--- config.mk ---
export PLATFORM = sky130hd
export DESIGN_NAME = fp_mul_arbiter
export DESIGN_NICKNAME = d
export VERILOG_FILES = /design/src/rtl/fp_mul_arbiter.sv
export SDC_FILE = /design/constraint.sdc
export NUM_CORES = 1
export LEC_CHECK = 0
export CORE_MARGIN = 2
export CORE_UTILIZATION = 35
export CTS_CLUSTER_DIAMETER = 50
export DETAILED_ROUTE_END_ITERATION = 10
export PLACE_DENSITY = 0.77
export SYNTH_ARGS = -nofsm -noshare
export SYNTH_HDL_FRONTEND = slang
export SYNTH_SLANG_ARGS = --single-unit
--- constraint.sdc ---
create_clock -name clk -period 5.6 [get_ports clk]
set_clock_uncertainty 0.2 [all_clocks]
set_input_delay 1.4 -clock clk [delete_from_list [all_inputs] [get_ports clk]]
set_output_delay 1.4 -clock clk [all_outputs]
set_load 0.02 [all_outputs]
--- src/rtl/fp_mul_arbiter.sv ---
// fp_mul_arbiter: round-robin scheduler sharing one external combinational
// single-precision multiplier among NREQ requesters. Granted operands are
// registered into a one-deep issue stage that drives the multiplier. The
// multiplier result is captured into a one-entry response slot per requester.
// Optional feature macro: FP_MUL_ARB_STICKY_EN adds sticky per-requester
// overflow/underflow status with a per-requester clear input.

module fp_mul_arbiter #(
    parameter int NREQ = 2
) (
    input  logic                 clk,
    input  logic                 rst,
    input  logic [NREQ-1:0]      req_valid,
    output logic [NREQ-1:0]      req_ready,
    input  logic [NREQ*32-1:0]   req_x,
    input  logic [NREQ*32-1:0]   req_y,
    input  logic [NREQ*3-1:0]    req_rmode,
    output logic [31:0]          mul_x,
    output logic [31:0]          mul_y,
    output logic [2:0]           mul_rmode,
    input  logic [31:0]          mul_z,
    input  logic                 mul_ovrf,
    input  logic                 mul_udrf,
    output logic [NREQ-1:0]      rsp_valid,
    input  logic [NREQ-1:0]      rsp_ready,
    output logic [NREQ*32-1:0]   rsp_z,
    output logic [NREQ-1:0]      rsp_ovrf,
    output logic [NREQ-1:0]      rsp_udrf,
    output logic                 busy
`ifdef FP_MUL_ARB_STICKY_EN
    ,
    input  logic [NREQ-1:0]      flag_clr,
    output logic [NREQ-1:0]      flag_ovrf,
    output logic [NREQ-1:0]      flag_udrf
`endif
);

    // Requester index width; NREQ is limited to 2..4.
    localparam int IDW = (NREQ > 2) ? 2 : 1;

    // Issue stage
    logic                 r_opValid;
    logic [IDW-1:0]       r_opId;
    logic [31:0]          r_opX;
    logic [31:0]          r_opY;
    logic [2:0]           r_opRmode;

    // Round-robin pointer
    logic [IDW-1:0]       r_ptr;

    // Response slots
    logic [NREQ-1:0]      r_rspValid;
    logic [NREQ*32-1:0]   r_rspZ;
    logic [NREQ-1:0]      r_rspOvrf;
    logic [NREQ-1:0]      r_rspUdrf;

    // Combinational arbitration signals
    logic [NREQ-1:0]      w_elig;
    logic [NREQ-1:0]      w_complete;
    logic                 w_grantValid;
    logic [IDW-1:0]       w_grantId;
    logic [31:0]          w_selX;
    logic [31:0]          w_selY;
    logic [2:0]           w_selRmodeRaw;
    logic [2:0]           w_selRmode;

    // A requester may issue when it is valid, has nothing in the issue stage,
    // and its response slot is empty or being consumed this cycle.
    always_comb begin
        w_elig = '0;
        for (int i = 0; i < NREQ; i++) begin
            w_elig[i] = req_valid[i]
                      && !(r_opValid && (r_opId == IDW'(i)))
                      && (!r_rspValid[i] || rsp_ready[i]);
        end
    end

    // The issue stage completes into the slot of its owner on the next edge.
    always_comb begin
        w_complete = '0;
        for (int i = 0; i < NREQ; i++) begin
            w_complete[i] = r_opValid && (r_opId == IDW'(i));
        end
    end

    // First eligible requester scanning upward from the pointer, wrapping at NREQ.
    // Offset k from the pointer lands on requester j when ptr == (j - k) mod NREQ.
    always_comb begin
        w_grantValid = 1'b0;
        w_grantId    = '0;
        for (int k = 0; k < NREQ; k++) begin
            for (int j = 0; j < NREQ; j++) begin
                if (!w_grantValid && w_elig[j]
                    && (r_ptr == IDW'((j - k + NREQ) % NREQ))) begin
                    w_grantValid = 1'b1;
                    w_grantId    = IDW'(j);
                end
            end
        end
    end

    // One-hot ready for the granted requester, suppressed while in reset.
    always_comb begin
        req_ready = '0;
        if (w_grantValid && !rst) begin
            for (int j = 0; j < NREQ; j++) begin
                req_ready[j] = (w_grantId == IDW'(j));
            end
        end
    end

    // Operand mux for the granted requester.
    always_comb begin
        w_selX        = '0;
        w_selY        = '0;
        w_selRmodeRaw = '0;
        for (int j = 0; j < NREQ; j++) begin
            if (w_grantId == IDW'(j)) begin
                w_selX        = req_x[j*32 +: 32];
                w_selY        = req_y[j*32 +: 32];
                w_selRmodeRaw = req_rmode[j*3 +: 3];
            end
        end
    end

    // Rounding modes 5..7 are undefined for the multiplier; fall back to RNE.
    always_comb begin
        w_selRmode = (w_selRmodeRaw > 3'd4) ? 3'd0 : w_selRmodeRaw;
    end

    // Issue stage: load the granted operation, otherwise go empty.
    always_ff @(posedge clk or posedge rst) begin
        if (rst) begin
            r_opValid <= 1'b0;
            r_opId    <= '0;
            r_opX     <= '0;
            r_opY     <= '0;
            r_opRmode <= '0;
        end else begin
            r_opValid <= w_grantValid;
            if (w_grantValid) begin
                r_opId    <= w_grantId;
                r_opX     <= w_selX;
                r_opY     <= w_selY;
                r_opRmode <= w_selRmode;
            end
        end
    end

    // Pointer moves just past the winner; it holds when nobody is granted.
    always_ff @(posedge clk or posedge rst) begin
        if (rst) begin
            r_ptr <= '0;
        end else if (w_grantValid) begin
            r_ptr <= (w_grantId == IDW'(NREQ - 1)) ? '0 : (w_grantId + 1'b1);
        end
    end

    // Response slots: a completion fills the slot and takes priority over a
    // same-edge consume, so the slot stays valid with the new result.
    always_ff @(posedge clk or posedge rst) begin
        if (rst) begin
            r_rspValid <= '0;
            r_rspZ     <= '0;
            r_rspOvrf  <= '0;
            r_rspUdrf  <= '0;
        end else begin
            for (int i = 0; i < NREQ; i++) begin
                if (w_complete[i]) begin
                    r_rspValid[i]        <= 1'b1;
                    r_rspZ[i*32 +: 32]   <= mul_z;
                    r_rspOvrf[i]         <= mul_ovrf;
                    r_rspUdrf[i]         <= mul_udrf;
                end else if (r_rspValid[i] && rsp_ready[i]) begin
                    r_rspValid[i]        <= 1'b0;
                end
            end
        end
    end

`ifdef FP_MUL_ARB_STICKY_EN
    logic [NREQ-1:0] r_flagOvrf;
    logic [NREQ-1:0] r_flagUdrf;

    // Sticky exception status: a completion raising a flag beats a same-edge clear.
    always_ff @(posedge clk or posedge rst) begin
        if (rst) begin
            r_flagOvrf <= '0;
            r_flagUdrf <= '0;
        end else begin
            for (int i = 0; i < NREQ; i++) begin
                if (w_complete[i] && mul_ovrf) begin
                    r_flagOvrf[i] <= 1'b1;
                end else if (flag_clr[i]) begin
                    r_flagOvrf[i] <= 1'b0;
                end
                if (w_complete[i] && mul_udrf) begin
                    r_flagUdrf[i] <= 1'b1;
                end else if (flag_clr[i]) begin
                    r_flagUdrf[i] <= 1'b0;
                end
            end
        end
    end

    assign flag_ovrf = r_flagOvrf;
    assign flag_udrf = r_flagUdrf;
`endif

    assign mul_x     = r_opX;
    assign mul_y     = r_opY;
    assign mul_rmode = r_opRmode;
    assign rsp_valid = r_rspValid;
    assign rsp_z     = r_rspZ;
    assign rsp_ovrf  = r_rspOvrf;
    assign rsp_udrf  = r_rspUdrf;
    assign busy      = r_opValid || (|r_rspValid);

endmodule

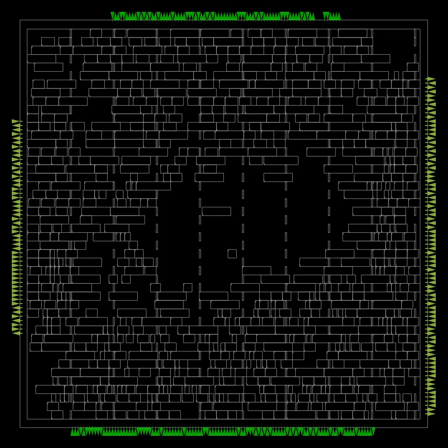
Fig. 1. Cell placement.
seq_cells: 140
Core Region: 15,800 µm²
# rows: 46
Layout Cells excl Fill: 1,000

==> GITHUB_STEP_SUMMARY <==
## Synthesis and layout report

| Metric | Value |
|---|---|
| Status | `completed` |
| 1st-pass router iterations | `4` |
| Switching share of total power | `37.3%` |
| Post-DP HPWL | `13,000 µm` |
| Setup Buffers After CTS | `0` |
| Leakage | `4.10 nW` |
| Post_cts resized | `0` |
| Worst slack, placed | `0.566 ns` |
| Critical path buffers and inverters | `2` |
| Delay-heaviest family, CP | `buffers and inverters` |
| DRT iter0 DRCs | `181` |
| Ys flops | `140` |
| Worst r2r src | `r_opValid$_DFF_PP0_` |
| Layout cells sized above 1 | `14.3%` |
| Synthesized area | `5620 µm²` |
| Die Footprint | `17,100 µm²` |
| Most frequent logic cell in the layout | `clkdlybuf4s50_1` |
| Num CTS Buffers | `17` |
| Routed length per placed instance | `17.5 µm` |
| Initial antenna violation count | `0` |
| Gr ovfl total | `0` |
| CP cell instances | `clkdlybuf4s50_1 -> nand2b_1 -> and3_1 -> o21ai_1 -> nor2_1 -> clkdlybuf4s50_1` |
| DIE HEIGHT | `131 µm` |
| Hold Path Sink | `mul_y[12]$_DFFE_PP0P_` |
| Critical R2R Capture | `mul_rmode[2]$_DFFE_PP0P_` |
| CTS hold repair buffers | `0` |
| Most frequent CP cell | `clkdlybuf4s50_1` |
| Hold Path Origin | `mul_y[12]$_DFFE_PP0P_` |
| Netlist cell types | `28` |
| Final hold viol count | `0` |
| Max Slew Vio Count | `0` |
| Filler Cell Count | `1,294` |
| R2R Setup Slk | `2.78 ns` |
| Clk network pwr share | `19.1%` |
| Register area share after synthesis | `62.3%` |
| Ys cells | `462` |
| Cell area after layout | `9530 µm²` |
| Avg Cell Area, Syn | `12.2 µm²` |
| DR vias/cell | `4.84` |
| WP data required | `4.00 ns` |
| Final number of setup-violating endpoints | `0` |
| Vias in the first global route | `5,109` |
| Unrepaired setup endpoints after global routing | `false` |
| Fa+ha+maj area frac | `0%` |
| Core Util at FP | `35.7%` |
| Flop pwr share | `30.7%` |
| Comb pwr share | `50.2%` |
| Largest family of logic cells by area | `multiplexers` |
| Fin crit period | `5.02 ns` |
| Startpoint type of the worst setup path | `input port` |
| CTS tree | `yes` |
| Peak VDD IR | `375 µV` |
| CTS Buffer Depth | `2` |
| Yosys Chip Area | `5620 µm²` |
| Routed Antenna Nets | `0` |
| YS warnings | `0` |
| Worst min path class | `reg -> reg` |
| Die Span X | `131 µm` |
| Hold_ws | `0.301 ns` |
| H-Tree Depth | `4` |
| Syn_nets | `636` |
| Synth-to-layout area growth | `69.4%` |
| First-pass GRT wire length | `26,100 µm` |
| Routed vias | `4,836` |
| Fin crit share | `89.6%` |
| Port bufs | `313` |
| CTS Sinks | `140` |
| Crit. End Element | `primary output` |
| CP arrival | `3.42 ns` |
| Clock Tree Root | `clkbuf_16` |
| MaxCap Viol Count | `0` |
| Switch Pwr | `2.20 mW` |
| Synth Area in XOR/XNOR | `0%` |
| Rel. slew slack | `48.8%` |
| Reg2reg path depth | `7` |
| MUX area fraction | `14.2%` |
| Crit Path Class | `in -> out` |
| Routability Congestion | `0.901` |
| Final #Nets | `947` |
| Clock transition at the registers of the reported paths | `0.06 ns` |
| Least-Margin Pin Slew | `0.769 ns` |
| Tool warnings | `26` |
| Fmax | `0.199 GHz` |
| Setup WS post-layout | `0.583 ns` |
| Final wirelength | `17,500 µm` |
| Overall Global Routing Usage | `20.0%` |
| IO Pins | `314` |
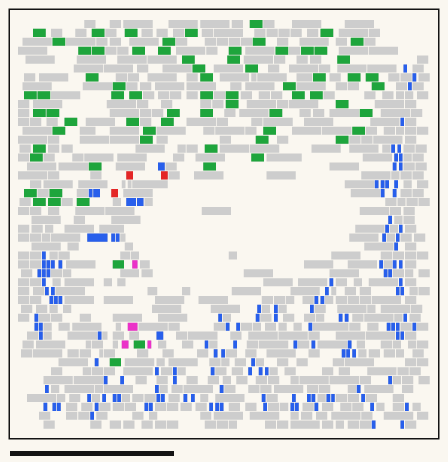
Fig. 2. Gate families picked out.
Bar = 50 µm.
| color | family | cells |
|---|---|---|
| magenta | nor cells | 4 |
| green | mux cells | 71 |
| blue | nand cells | 139 |
| red | and/or cells | 3 |

-- per-layer routing --
layer	wire [µm]	part of all wire, %	global-route usage, %
met1	6450	37	21.5
met2	9250	53	35.6
met3	1180	6.7	6.68
met4	626	3.6	9.26
met5	0	0	0
-- Yosys cell counts --
| library cell | instances | area share, % |
|---|---|---|
| nor4_1 | 1 | 0.11 |
| buf_4 | 6 | 0.80 |
| buf_6 | 1 | 0.20 |
| dfrtp_1 | 140 | 62 |
| nand2b_1 | 4 | 0.44 |
| and3_1 | 1 | 0.11 |
| nor2_1 | 1 | 0.067 |
| or3_1 | 1 | 0.11 |
| buf_2 | 17 | 1.5 |
| a21oi_1 | 1 | 0.089 |
| nand2_1 | 133 | 8.9 |
| o31a_1 | 1 | 0.16 |
| nand3_4 | 1 | 0.31 |
| mux2_2 | 68 | 14 |
| mux2i_1 | 3 | 0.53 |
| nor3_1 | 1 | 0.089 |
| a22oi_1 | 64 | 8.5 |
| clkbuf_1 | 1 | 0.067 |
| a211oi_1 | 1 | 0.13 |
| buf_1 | 3 | 0.20 |
| and2_1 | 1 | 0.11 |
| nor4b_1 | 1 | 0.16 |
| a21oi_4 | 1 | 0.29 |
| nand2_2 | 1 | 0.11 |
| inv_1 | 4 | 0.27 |
| o21a_1 | 1 | 0.13 |
| a31oi_4 | 1 | 0.38 |
| o21ai_1 | 3 | 0.27 |
-- worst reg2reg max path, stage by stage (launching register included) --
cell,delay (ns)
dfrtp_1,0.41
nand2_2,0.06
buf_4,0.42
and3_1,0.45
o21a_2,0.21
buf_4,0.58
nor4b_1,0.12
o31a_1,0.26
-- flip-flops by register name, indices dropped and copies added (netlist names) --
signal / flops
rsp_z: 64
mul_x: 32
mul_y: 32
mul_rmode: 3
rsp_ovrf: 2
rsp_udrf: 2
rsp_valid: 2
r_opId: 1
r_opValid: 1
r_ptr: 1
-- cell type report --
type	instances	area [µm²]	share of cell area (%)
Multi-Input combinational cell	290	1950	20.5
Inverter	4	20.0	0.210
Clock inverter	11	144	1.51
Sequential cell	140	3500	36.8
Clock buffer	19	453	4.75
Tap cell	216	270	2.84
Timing Repair Buffer	320	3190	33.4
-- worst max-delay path by stage --
stage / from / to / slack (ns)
floorplan: rst / mul_rmode[0]$_DFFE_PP0P_ / 0.25
global route: rsp_ready[1] / req_ready[1] / 0.43
global placement: rsp_ready[1] / req_ready[1] / 0.62
finish: rsp_ready[1] / req_ready[1] / 0.58
detailed placement: rsp_ready[1] / req_ready[1] / 0.57
CTS: rsp_ready[1] / req_ready[1] / 0.55
-- power groups by stage --
stage | Clock, mW | Combinational, mW | Sequential [mW]
6_report | 1.13 | 2.97 | 1.81
5_1_grt | 1.20 | 3.15 | 1.87
4_1_cts | 1.16 | 3.00 | 1.82
3_5_place_dp | 0 | 2.99 | 1.83
3_3_place_gp | 0 | 2.92 | 1.79
2_1_floorplan | 0 | 0.970 | 2.41
-- per-stage QoR --
step	power, mW	instances
finish	5.91	1000
global route	6.23	1000
CTS	5.97	1000
detailed placement	4.82	970
global placement	4.71	970
floorplan	3.38	462
Power figures rest on the tool's default switching activity, not on a simulated workload.
